==> config.mk <==
export PLATFORM = sky130hd
export DESIGN_NAME = exe_stage_unit
export DESIGN_NICKNAME = d
export VERILOG_FILES = /design/src/rtl/exe_stage_unit.sv
export SDC_FILE = /design/constraint.sdc
export NUM_CORES = 1
export LEC_CHECK = 0
export ABC_AREA = 1
export CORE_AREA = 2 2 136 125
export CTS_CLUSTER_DIAMETER = 120
export DETAILED_ROUTE_END_ITERATION = 12
export DIE_AREA = 0 0 138 127
export HOLD_SLACK_MARGIN = 0.03
export PLACE_DENSITY = 0.81
export SYNTH_ARGS = -nofsm -noshare
export SYNTH_HDL_FRONTEND = slang
export SYNTH_SLANG_ARGS = --single-unit
==> constraint.sdc <==
create_clock -name clk -period 3.15 [get_ports clk]
set_input_delay 0.63 -clock clk [delete_from_list [all_inputs] [get_ports clk]]
set_output_delay 0.63 -clock clk [all_outputs]
set_load 0.01 [all_outputs]
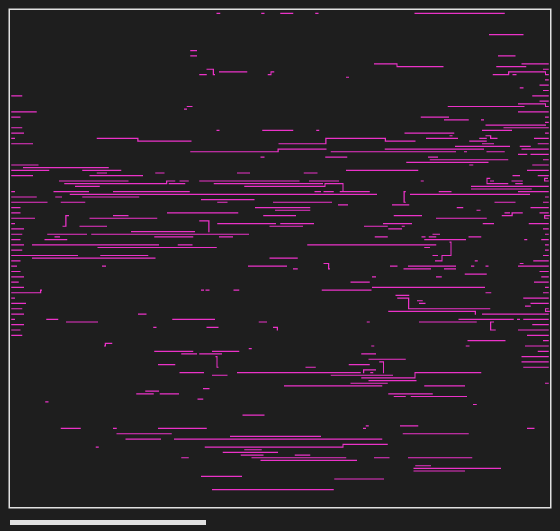
(run_1/met3.png)
The bar under the picture is 50 um long.
The wires run mostly horizontal. 257 nets have wire on it. The longest straight run is 78.2 um.
detailed-route wire length: 33300 um
global routing met3 resource utilization: 0.0536
Via Count: 10700

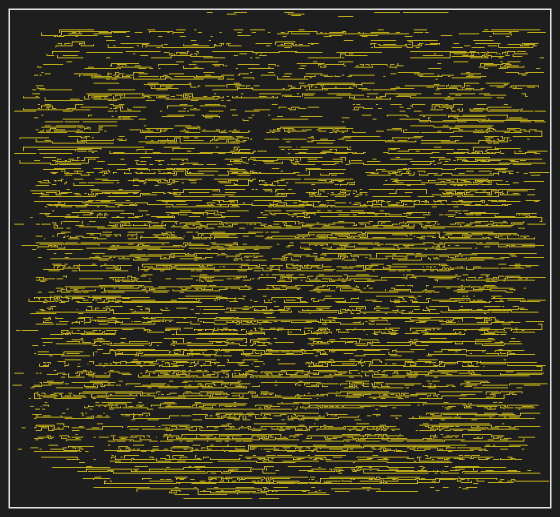
(run_1/met1.png)
The layer holds 40% of the routed length. The longest straight run is 34.5 um.
met1 usage: 0.454

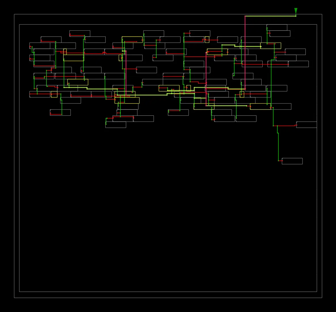
(run_1/final_clocks.png)
number of clock sinks: 76
number of buffers created by CTS: 9
CLK BUF: 11

==> flow_summary.html, run 1 <==
<h2>Implementation results</h2>
<table>
<tr><th>Metric</th><th>Value</th></tr>
<tr><th colspan="2">Outcome</th></tr>
<tr><td>Status</td><td>finished, final reports clean</td></tr>
<tr><th colspan="2">CTS</th></tr>
<tr><td>Post-CTS repair timing setup buffer count</td><td>21</td></tr>
<tr><td>Count of instances resized after the clock tree is built</td><td>34</td></tr>
<tr><td>CTS HTree Levels</td><td>3</td></tr>
<tr><th colspan="2">Final layout</th></tr>
<tr><td>Finished layout cell area</td><td>about 0.013 mm^2</td></tr>
<tr><td>Portion of the layout cell area used by non-clock buffers</td><td>0.294</td></tr>
<tr><td>Number of non-filler instances in the completed layout</td><td>roughly 2000</td></tr>
<tr><td>Fin util</td><td>0.804</td></tr>
<tr><td>Non-clock buffer instance count of the final layout</td><td>423</td></tr>
<tr><th colspan="2">Synthesis</th></tr>
<tr><td>Basic-gate share of the synthesized area counting and, or, nand and nor cells</td><td>0.382</td></tr>
<tr><td>Synth top area share</td><td>0.232</td></tr>
<tr><td>Share of flip-flops with an asynchronous set or reset after synthesis</td><td>1.00</td></tr>
<tr><td>Post-Synth XOR/XNOR Area</td><td>0</td></tr>
<tr><td>FF+latch count, synth</td><td>76</td></tr>
<tr><th colspan="2">Power and ir drop</th></tr>
<tr><td>Power share of the clock group</td><td>0.250</td></tr>
<tr><td>Switching portion of total power</td><td>0.352</td></tr>
<tr><td>Combinational cell power</td><td>1.81 mW</td></tr>
<tr><td>Sequential share of power</td><td>0.299</td></tr>
<tr><th colspan="2">Route</th></tr>
<tr><td>Wire length the detailed router placed on met1</td><td>around 13000 um</td></tr>
<tr><td>Post-detailed-route via-to-cell ratio</td><td>between 5 and 6</td></tr>
<tr><td>Total length of routed met3 wires</td><td>2540 um</td></tr>
<tr><td>Detailed-route wire length per cell</td><td>16.8 um</td></tr>
<tr><th colspan="2">Min path</th></tr>
<tr><td>Min-Delay Path Class</td><td>register to register</td></tr>
<tr><th colspan="2">Global route</th></tr>
<tr><td>Total overflow reported by the global router</td><td>0</td></tr>
<tr><th colspan="2">Floorplanning</th></tr>
<tr><td>Io pins</td><td>around 190</td></tr>
<tr><td>Core Rows</td><td>roughly 44</td></tr>
<tr><th colspan="2">Placed design</th></tr>
<tr><td>Dpl cell area</td><td>~0.012 mm^2</td></tr>
<tr><th colspan="2">Job</th></tr>
<tr><td>Stage-log warning count</td><td>just under 60</td></tr>
<tr><th colspan="2">STA</th></tr>
<tr><td>Final Setup Violations</td><td>0</td></tr>
<tr><td>Clock period minus worst slack</td><td>a little over 3000 ps</td></tr>
<tr><th colspan="2">Worst setup path</th></tr>
<tr><td>CP Buf/Inv Count</td><td>6</td></tr>
<tr><td>Depth of the worst register-to-register path</td><td>20</td></tr>
</table>
==> run 2: changes to the inputs <==
CAP_MARGIN = 20   (was not set)
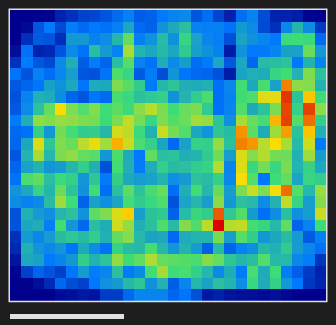
(run_2/wire_density.png)
The bar under the picture is 50 um long. The die is cut into 28 by 25 equal tiles; dark blue is low, red is high, scaled to the fullest tile. Values are wire area over tile area, all layers added.
The densest ninth of the die: middle right. The fullest tile reaches 0.84. 25% of the tiles are over half the peak. The mean over all tiles is 0.32.
detailed-route wire length per cell: 16.8 um
total global routing track utilization: 0.360

==> flow_summary.html, run 2 <==
<h2>Implementation results</h2>
<table>
<tr><th>Metric</th><th>Value</th></tr>
<tr><th colspan="2">Final layout</th></tr>
<tr><td>Finished layout cell area</td><td>0.0128 mm^2 (unchanged)</td></tr>
<tr><td>Portion of the layout cell area used by non-clock buffers</td><td>0.294 (unchanged)</td></tr>
<tr><td>Fin util</td><td>0.804 (unchanged)</td></tr>
<tr><th colspan="2">Route</th></tr>
<tr><td>Wire length the detailed router placed on met1</td><td>13200 um (unchanged)</td></tr>
<tr><td>Post-detailed-route via-to-cell ratio</td><td>5.38 (unchanged)</td></tr>
<tr><td>Detailed-route wire length</td><td>33300 um (unchanged)</td></tr>
<tr><td>Via Count</td><td>10700 (unchanged)</td></tr>
<tr><th colspan="2">Synthesis</th></tr>
<tr><td>Post-Synth XOR/XNOR Area</td><td>0 (unchanged)</td></tr>
<tr><td>Share of flip-flops with an asynchronous set or reset after synthesis</td><td>1.00 (unchanged)</td></tr>
<tr><td>FF+latch count, synth</td><td>76 (unchanged)</td></tr>
<tr><td>Basic-gate share of the synthesized area counting and, or, nand and nor cells</td><td>0.382 (unchanged)</td></tr>
<tr><th colspan="2">CTS</th></tr>
<tr><td>Number of clock sinks</td><td>76 (unchanged)</td></tr>
<tr><td>Number of buffers created by CTS</td><td>9 (unchanged)</td></tr>
<tr><td>CTS HTree Levels</td><td>3 (unchanged)</td></tr>
<tr><th colspan="2">Power and ir drop</th></tr>
<tr><td>Switching portion of total power</td><td>0.352 (unchanged)</td></tr>
<tr><td>Sequential share of power</td><td>0.299 (about the same)</td></tr>
<tr><td>Combinational cell power</td><td>1.81 mW (about the same)</td></tr>
<tr><td>Power share of the clock group</td><td>0.250 (about the same)</td></tr>
<tr><th colspan="2">Floorplanning</th></tr>
<tr><td>Io pins</td><td>189 (unchanged)</td></tr>
<tr><th colspan="2">Placed design</th></tr>
<tr><td>Dpl cell area</td><td>0.0118 mm^2 (unchanged)</td></tr>
<tr><th colspan="2">STA</th></tr>
<tr><td>Clock period minus worst slack</td><td>3090 ps (unchanged)</td></tr>
<tr><th colspan="2">Global route</th></tr>
<tr><td>Met1 usage</td><td>0.454 (unchanged)</td></tr>
<tr><td>Global routing met3 resource utilization</td><td>0.0536 (unchanged)</td></tr>
<tr><th colspan="2">Worst setup path</th></tr>
<tr><td>Depth of the worst register-to-register path</td><td>20 (unchanged)</td></tr>
<tr><th colspan="2">Outcome</th></tr>
<tr><td>Status</td><td>finished, final reports clean</td></tr>
</table>
==> run_2/cell_classes.png <==
Fill, decap, tap and diode cells in grey.
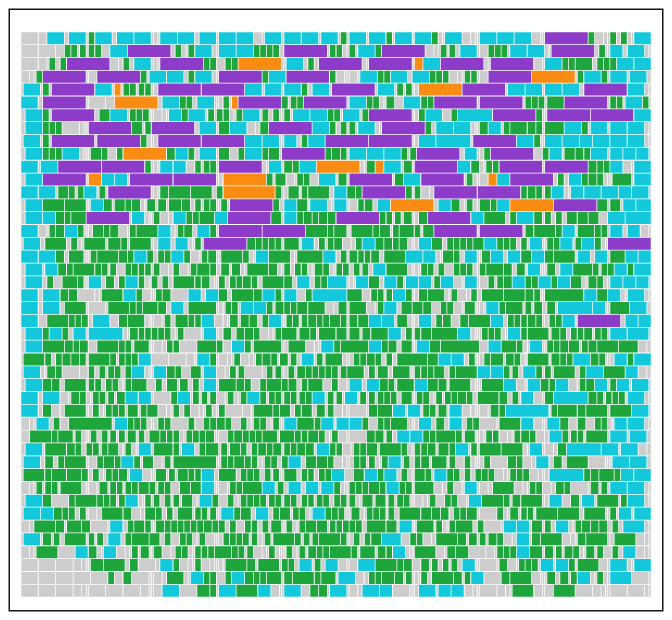

==> run 3: changes to the inputs <==
CORE_AREA = 2 2 135 124   (was 2 2 136 125)
CTS_BUF_LIST = sky130_fd_sc_hd__clkbuf_2 sky130_fd_sc_hd__clkbuf_4 sky130_fd_sc_hd__clkbuf_8   (was not set)
DIE_AREA = 0 0 137 126   (was 0 0 138 127)
PLACE_DENSITY = 0.82   (was 0.81)
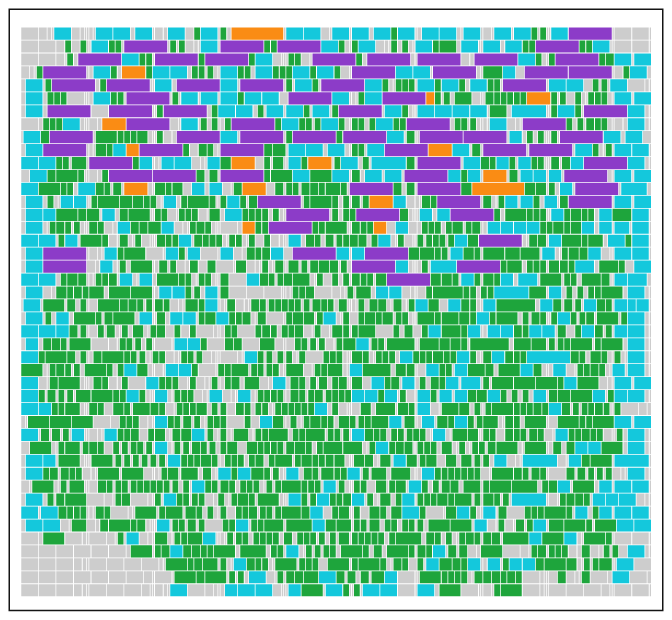
(run_3/cell_classes.png)
Fill, decap, tap and diode cells in grey.
Key: flip-flops = purple [cells 76, share of their area 16%]; other buffers and delay cells = cyan [cells 398, share of their area 29%]; all other logic = green [cells 1260, share of their area 54%]; clock drivers and dummy loads = orange [cells 16, share of their area 1.8%]
core area: 0.0159 mm^2
finished layout cell area: 0.0125 mm^2
Core Rows: 44
flop share of the area: 0.152
fin util: 0.790

==> flow_summary.html, run 3 <==
<h2>Implementation results</h2>
<table>
<tr><th>Metric</th><th>Value</th></tr>
<tr><th colspan="2">Outcome</th></tr>
<tr><td>Status</td><td>finished, final reports clean</td></tr>
<tr><th colspan="2">Global route</th></tr>
<tr><td>Total global routing track utilization</td><td>0.357 (-0.00242)</td></tr>
<tr><td>Met1 usage</td><td>0.456 (+0.00249)</td></tr>
<tr><td>Routing layer with the top usage in global route</td><td>met2</td></tr>
<tr><th colspan="2">STA</th></tr>
<tr><td>TNS Setup</td><td>0 ps</td></tr>
<tr><td>Final Setup Violations</td><td>0</td></tr>
<tr><th colspan="2">Worst setup path</th></tr>
<tr><td>Depth of the worst register-to-register path</td><td>18 (-10%)</td></tr>
<tr><td>Cell type of the slowest stage on the worst timing path</td><td>sky130_fd_sc_hd__ha_1</td></tr>
<tr><th colspan="2">Power and ir drop</th></tr>
<tr><td>Switching portion of total power</td><td>0.360 (+0.00726)</td></tr>
<tr><td>Sequential share of power</td><td>0.315 (+0.016)</td></tr>
<tr><td>Combinational cell power</td><td>1.76 mW (-3%)</td></tr>
<tr><td>Power share of the clock group</td><td>0.222 (-0.028)</td></tr>
<tr><th colspan="2">Synthesis</th></tr>
<tr><td>FF+latch count, synth</td><td>76 (unchanged)</td></tr>
<tr><td>Avg Cell Area, Syn</td><td>5.98 um^2</td></tr>
<tr><td>Share of flip-flops with an asynchronous set or reset after synthesis</td><td>1.00 (unchanged)</td></tr>
<tr><td>Number of flops mapped to enable cells by yosys</td><td>0</td></tr>
<tr><td>Post-Synth XOR/XNOR Area</td><td>0 (unchanged)</td></tr>
<tr><td>Basic-gate share of the synthesized area counting and, or, nand and nor cells</td><td>0.382 (unchanged)</td></tr>
<tr><th colspan="2">CTS</th></tr>
<tr><td>Number of clock sinks</td><td>76 (unchanged)</td></tr>
<tr><td>CTS HTree Levels</td><td>3 (unchanged)</td></tr>
<tr><td>Number of buffers created by CTS</td><td>9 (unchanged)</td></tr>
<tr><th colspan="2">Route</th></tr>
<tr><td>Post-detailed-route via-to-cell ratio</td><td>5.37 (-0.33%)</td></tr>
<tr><td>Via Count</td><td>10500 (-1.6%)</td></tr>
<tr><td>Detailed-route wire length</td><td>31600 um (-5.1%)</td></tr>
<tr><th colspan="2">Placed design</th></tr>
<tr><td>Dpl cell area</td><td>0.0117 mm^2 (-0.97%)</td></tr>
<tr><th colspan="2">Final layout</th></tr>
<tr><td>CLK BUF</td><td>10</td></tr>
<tr><td>Number of non-filler instances in the completed layout</td><td>just under 2000</td></tr>
<tr><td>Portion of the layout cell area used by non-clock buffers</td><td>0.285 (-0.00961)</td></tr>
<tr><td>N_diodes</td><td>0</td></tr>
<tr><td>Commonest Layout Cell</td><td>sky130_fd_sc_hd__nand2_1</td></tr>
<tr><td>Count of non-CTS inverters in the layout</td><td>around 230</td></tr>
<tr><th colspan="2">Floorplanning</th></tr>
<tr><td>Io pins</td><td>189 (unchanged)</td></tr>
</table>
Power and IR drop assume default switching activity.
